Fig. 1: run 1, local utilization
The bar under the picture is 20 um long. 10 x 19 tiles, from dark purple (low) to yellow (high), 0 to 100% covered.
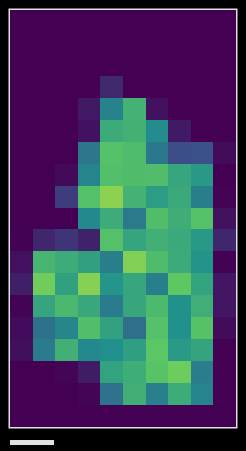
Fig. 2: run 1, wiring by layer
Two of the layers only.
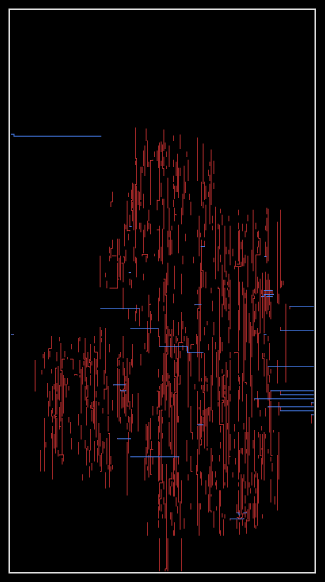
Fig. 3: run 1, register map, names as in the netlist
The bar under the picture is 20 um long.
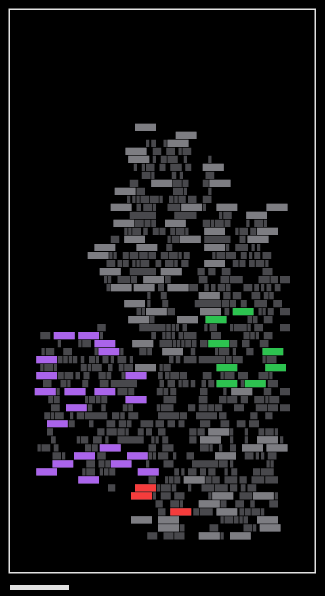
Fig. 4: run 1, wiring heat map
21 x 38 tiles, from dark purple (low) to yellow (high), scaled to the fullest tile. Values are wire area over tile area, all layers added.
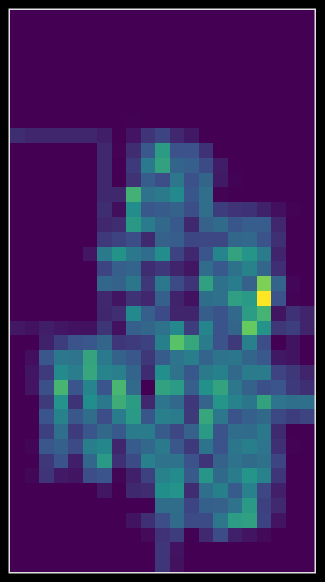
===== src/rtl/uart_led_ctrl.sv =====
// rtl/uart_led_ctrl.sv - UART command parser driving RGB LED mask, PWM brightness and blink.
// Optional RGB_ACTIVE_LOW_EN inverts the rgb port for an open-drain LED driver.
module uart_led_ctrl #(
  parameter int TIMEOUT_CYCLES    = 1200000,
  parameter int BLINK_UNIT_CYCLES = 1200000
) (
  input  logic       clk,
  input  logic       rst,
  input  logic [7:0] rxbyte,
  input  logic       received,
  output logic [2:0] rgb,
  output logic       busy,
  output logic       cmd_err
);

  localparam int TW = $clog2(TIMEOUT_CYCLES + 1);
  localparam int BW = $clog2(BLINK_UNIT_CYCLES + 1);
  localparam logic [TW-1:0] TO_LAST = TW'(TIMEOUT_CYCLES - 1);
  localparam logic [BW-1:0] BU_LAST = BW'(BLINK_UNIT_CYCLES - 1);

  typedef enum logic {S_IDLE, S_WAIT_ARG} state_t;

  state_t        r_state;
  logic [7:0]    r_opcode;
  logic [2:0]    r_mask;
  logic [7:0]    r_duty;
  logic [7:0]    r_period;
  logic [TW-1:0] r_to_cnt;
  logic [BW-1:0] r_unit_cnt;
  logic [7:0]    r_unit_num;
  logic          r_phase;
  logic          r_busy;
  logic          r_cmd_err;
  logic [7:0]    r_pwm_cnt;
  logic [2:0]    r_rgb;
  logic          w_pwm_on;

  always_ff @(posedge clk) begin
    if (rst) begin
      r_state    <= S_IDLE;
      r_opcode   <= 8'h00;
      r_mask     <= 3'b000;
      r_duty     <= 8'hFF;
      r_period   <= 8'h00;
      r_to_cnt   <= '0;
      r_unit_cnt <= '0;
      r_unit_num <= 8'h00;
      r_phase    <= 1'b1;
      r_busy     <= 1'b0;
      r_cmd_err  <= 1'b0;
    end else begin
      r_cmd_err <= 1'b0;

      // Blink phase; an 'F' argument below overrides this on the same edge.
      if (r_period == 8'h00) begin
        r_unit_cnt <= '0;
        r_unit_num <= 8'h00;
        r_phase    <= 1'b1;
      end else if (r_unit_cnt == BU_LAST) begin
        r_unit_cnt <= '0;
        if (r_unit_num == r_period - 8'd1) begin
          r_unit_num <= 8'h00;
          r_phase    <= ~r_phase;
        end else begin
          r_unit_num <= r_unit_num + 8'd1;
        end
      end else begin
        r_unit_cnt <= r_unit_cnt + 1'b1;
      end

      case (r_state)
        S_IDLE: begin
          if (received) begin
            case (rxbyte)
              8'h4E: begin
                case (r_mask)
                  3'b000:  r_mask <= 3'b001;
                  3'b001:  r_mask <= 3'b011;
                  3'b011:  r_mask <= 3'b111;
                  default: r_mask <= 3'b000;
                endcase
              end
              8'h53, 8'h42, 8'h46: begin
                r_opcode <= rxbyte;
                r_state  <= S_WAIT_ARG;
                r_busy   <= 1'b1;
                r_to_cnt <= '0;
              end
              8'h0D, 8'h0A: ;
              default: r_cmd_err <= 1'b1;
            endcase
          end
        end
        S_WAIT_ARG: begin
          // A byte arriving on the timeout cycle still counts as the argument.
          if (received) begin
            case (r_opcode)
              8'h53: r_mask <= rxbyte[2:0];
              8'h42: r_duty <= rxbyte;
              8'h46: begin
                r_period   <= rxbyte;
                r_unit_cnt <= '0;
                r_unit_num <= 8'h00;
                r_phase    <= 1'b1;
              end
              default: ;
            endcase
            r_state <= S_IDLE;
            r_busy  <= 1'b0;
          end else if (r_to_cnt == TO_LAST) begin
            r_state   <= S_IDLE;
            r_busy    <= 1'b0;
            r_cmd_err <= 1'b1;
          end else begin
            r_to_cnt <= r_to_cnt + 1'b1;
          end
        end
        default: r_state <= S_IDLE;
      endcase
    end
  end

  assign w_pwm_on = (r_duty == 8'hFF) || (r_pwm_cnt < r_duty);

  always_ff @(posedge clk) begin
    if (rst) begin
      r_pwm_cnt <= 8'h00;
      r_rgb     <= 3'b000;
    end else begin
      r_pwm_cnt <= r_pwm_cnt + 8'd1;
      r_rgb     <= r_mask & {3{w_pwm_on & r_phase}};
    end
  end

`ifdef RGB_ACTIVE_LOW_EN
  assign rgb = ~r_rgb;
`else
  assign rgb = r_rgb;
`endif
  assign busy    = r_busy;
  assign cmd_err = r_cmd_err;

endmodule


===== config.mk =====
export PLATFORM = sky130hd
export DESIGN_NAME = uart_led_ctrl
export DESIGN_NICKNAME = d
export VERILOG_FILES = /design/src/rtl/uart_led_ctrl.sv
export SDC_FILE = /design/constraint.sdc
export NUM_CORES = 1
export LEC_CHECK = 0
export ABC_AREA = 0
export CORE_ASPECT_RATIO = 2
export CORE_MARGIN = 8
export CORE_UTILIZATION = 30
export CTS_CLUSTER_SIZE = 28
export DETAILED_ROUTE_END_ITERATION = 16
export SLEW_MARGIN = 40
export SYNTH_ARGS = -nofsm -noshare
export SYNTH_HDL_FRONTEND = slang
export SYNTH_SLANG_ARGS = --single-unit

===== constraint.sdc =====
create_clock -name clk -period 2.6 [get_ports clk]
set_clock_uncertainty 0.2 [all_clocks]
set_input_delay 0.52 -clock clk [delete_from_list [all_inputs] [get_ports clk]]
set_output_delay 0.52 -clock clk [all_outputs]
set_load 0.05 [all_outputs]

==> impl_metrics.yaml, run 1 <==
# implementation run metrics
worst_setup_path:
  r2r_end: "r_phase"
  cp_data_required_time_ps: 2670
  r2r_slack_ps: 200
  cp.arrival_ps: 2500
  cp_top_family: "simple AND/OR/NAND/NOR gates"
  cp-startpoint: "rxbyte[0]"
  timing.rr.start: "r_period[1]"
  cp_max_fo: 6
power:
  power_leader: "sequential cells"
  cellPowerDensity_mw_per_mm2: 506
  internal_power_mw: 2.13
  power_mw: 2.76
  combinationalPowerShare: 0.037
  pg_comb_mw: 0.103
  irDropWorstVdd_uv: 292
  switchingPower_mw: 0.635
routing:
  wl_per_cell_um: 12.4
  wl_met2_mm: 4.44
  dr_total_vias: 3651
  drc: 0
  wirelength_mm: 9.51
  drtAntennaViolNets: 0
  wl_met3_um: 228
logic_synthesis:
  ys.flop_type: "dfxtp_1"
  async_flop_share: 0
  synth-edff-count: 0
  yosysTopAreaCellShare: 0.402
  syn_nets: 549
  mux_share: 0.0355
  synthAoiAreaFrac: 0.0896
  synth_top_cell_by_area: "dfxtp_1"
  synth.avg_cell_area_um2: 8.79
  synth_chip_area_mm2: 0.00458
  synth_cell_type_count: 59
  adder_share: 0.0486
  synthTopCellsByCount: "dfxtp_1, nor2_1, xor2_1"
  syn-cell-area_mm2: 0.00458
final_layout:
  n_clock_buffer: 9
  nMultiInputCombCells: 389
  stdcell_area_mm2: 0.00546
  lay_top_count: "dfxtp_1"
  buffer_area_frac: 0.0793
  final_cells: 768
  largest_class: "logic gates"
  fin_util: 0.361
  nFillCells: 1547
  lay_top_cells: "dfxtp_1, nor2_1, xor2_1, buf_4, nand2_1"
  top_regs: "r_to_cnt x21, r_unit_cnt x21"
run_status:
  status: "complete, no violations"
clock_tree:
  root_buffer: "clkbuf_16"
  postCtsSetupRepairBufs: 0
  numCtsBuffers: 9
  cts-resized-gates: 0
  clk_latency_ps: 340
global_routing:
  grt_busiest_layer: "met2"
  use_met3: 0.0168
  antenna_found_initial: 0
  grt_pass1_vias: 3533
floorplanning:
  tap_cells: 198
  die_height_um: 191
  die_w_um: 103
  std_cell_rows: 64
placed_design:
  placed_cell_area_mm2: 0.00516
  dp_hpwl_mm: 6.91
  io_buffers: 15
  place_congestion: 0.778
sta:
  fin_ws_ps: 173
  period_needed_ps: 2430
  setup_viol: 0
  rsz0062_at_grt: "no"
  fmax_mhz: 412
worst_hold_path:
  worstHoldPathType: "flop to flop"
  hp-start: "r_opcode[1]"
  min_to: "r_opcode[1]"
job:
  drv_cap: 0
About Fig. 1:
The densest ninth of the die: centre. 2.6% of the tiles are over 75% full. The emptiest ninth of the die: upper left. The mean over all tiles is 26%. The fullest tile reaches 82%. 45% of the tiles are nearly empty.

About Fig. 2:
metal 3: marked blue, wire length 228 um. metal 2: marked red, wire length 4440 um.

About Fig. 3:
r_mask: marked red, flops 3. r_to_cnt: marked purple, flops 21. r_period: marked green, flops 8.
Another 60 sequential cells are not coloured.

About Fig. 4:
The densest ninth of the die: centre. 51% of the tiles are nearly empty. The mean over all tiles is 0.074. The emptiest ninth of the die: upper right.

==> run 2: changes to the inputs <==
--- a/config.mk
+++ b/config.mk
@@ -6,11 +6,14 @@
 export NUM_CORES = 1
 export LEC_CHECK = 0
 export ABC_AREA = 0
-export CORE_ASPECT_RATIO = 2
+export CELL_PAD_IN_SITES_DETAIL_PLACEMENT = 0
+export CELL_PAD_IN_SITES_GLOBAL_PLACEMENT = 1
+export CORE_ASPECT_RATIO = 0.75
 export CORE_MARGIN = 8
 export CORE_UTILIZATION = 30
 export CTS_CLUSTER_SIZE = 28
 export DETAILED_ROUTE_END_ITERATION = 16
+export PLACE_DENSITY_LB_ADDON = 0.1
 export SLEW_MARGIN = 40
 export SYNTH_ARGS = -nofsm -noshare
 export SYNTH_HDL_FRONTEND = slang
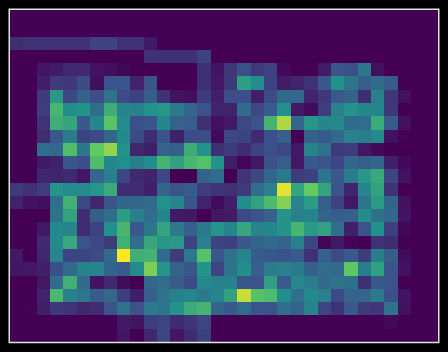
Fig. 5. Wiring heat map (run 2).
32 x 25 tiles, from dark purple (low) to yellow (high), scaled to the fullest tile. Values are wire area over tile area, all layers added.
The fullest tile reaches 0.42. 10% of the tiles are over half the peak. 33% of the tiles are nearly empty. The emptiest ninth of the die: upper right.

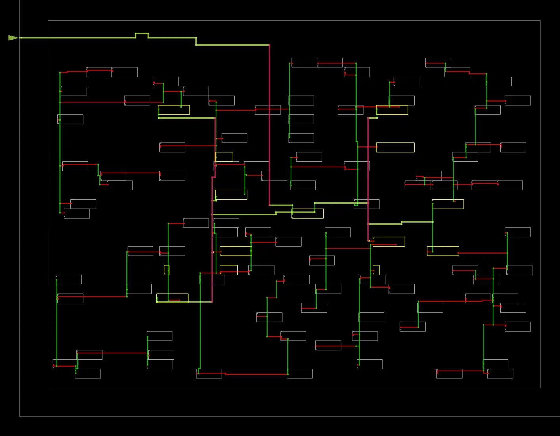
Fig. 6. Clock wiring as the flow saved it (run 2).
clock network power: 1.32 mW
total CTS buffers: 9

==> run 2 against run 1 <==
Compared with the run above:
- first-iteration DRC count up 24%
- non-clock buffer count up 1
- wire length up 14%
- die area down 1.0%
- sequential power about the same
- flip-flop count unchanged
- largest power group unchanged
- via count down 0.16%
- synthesized area unchanged
- worst hold slack better by 6.3 ps
- count of clock-buffer cells in the layout up 3
- clock power up 6%
- sequential share of layout area down 0.33 points
==> impl_metrics.yaml, run 2 <==
# implementation run metrics
run_status:
  status: "complete, no violations"
final_layout:
  top_regs: "r_to_cnt x21, r_unit_cnt x21"
  final_cells: 774
  buffer_area_frac: 0.0845
  nFillCells: 1561
  stdcell_area_mm2: 0.00551
  largest_class: "logic gates"
  lay_top_cells: "dfxtp_1, nor2_1, xor2_1, buf_4, nand2_1"
  inv_count: 22
  nMultiInputCombCells: 389
  n_clock_buffer: 12
  lay_top_count: "dfxtp_1"
routing:
  drc: 0
  wirelength_mm: 10.8
  wl_met2_mm: 4.34
  wl_met3_um: 349
  drtAntennaViolNets: 0
  dr_total_vias: 3645
worst_setup_path:
  cp_data_required_time_ps: 2620
  timing.rr.start: "r_period[0]"
  cp.arrival_ps: 2390
  r2r_slack_ps: 230
  cp_top_family: "simple AND/OR/NAND/NOR gates"
placed_design:
  placed_cell_area_mm2: 0.00520
  dp_hpwl_mm: 8.00
  place_ws_ps: -99.9
  io_buffers: 15
sta:
  fmax_mhz: 422
  setup_viol: 0
  rsz0062_at_grt: "no"
  period_needed_ps: 2370
floorplanning:
  dieArea_mm2: 0.0195
  std_cell_rows: 39
  die_w_um: 159
  tap_cells: 205
logic_synthesis:
  synth-edff-count: 0
  async_flop_share: 0
  synthTopCellsByCount: "dfxtp_1, nor2_1, xor2_1"
  yosysTopAreaCellShare: 0.402
  synth_chip_area_mm2: 0.00458
  xor_share: 0.103
  adder_share: 0.0486
  synth_top_cell_by_area: "dfxtp_1"
  syn-cell-area_mm2: 0.00458
  synthAoiAreaFrac: 0.0896
  synth_cell_type_count: 59
  ys.flop_type: "dfxtp_1"
global_routing:
  use_met3: 0.0303
  grt_pass1_vias: 3681
job:
  drv_cap: 0
worst_hold_path:
  hp-start: "r_opcode[6]"
  min_to: "r_opcode[6]"
  worstHoldPathType: "flop to flop"
clock_tree:
  root_buffer: "clkbuf_16"
  cts-resized-gates: 0
  postCtsSetupRepairBufs: 0
  clk_latency_ps: 340
power:
  switchingPower_mw: 0.599
  combinationalPowerShare: 0.038
  power_mw: 2.85
  cellPowerDensity_mw_per_mm2: 517
  power_leader: "sequential cells"
  pg_comb_mw: 0.107
  internal_power_mw: 2.25
Power figures rest on the tool's default switching activity, not on a simulated workload.
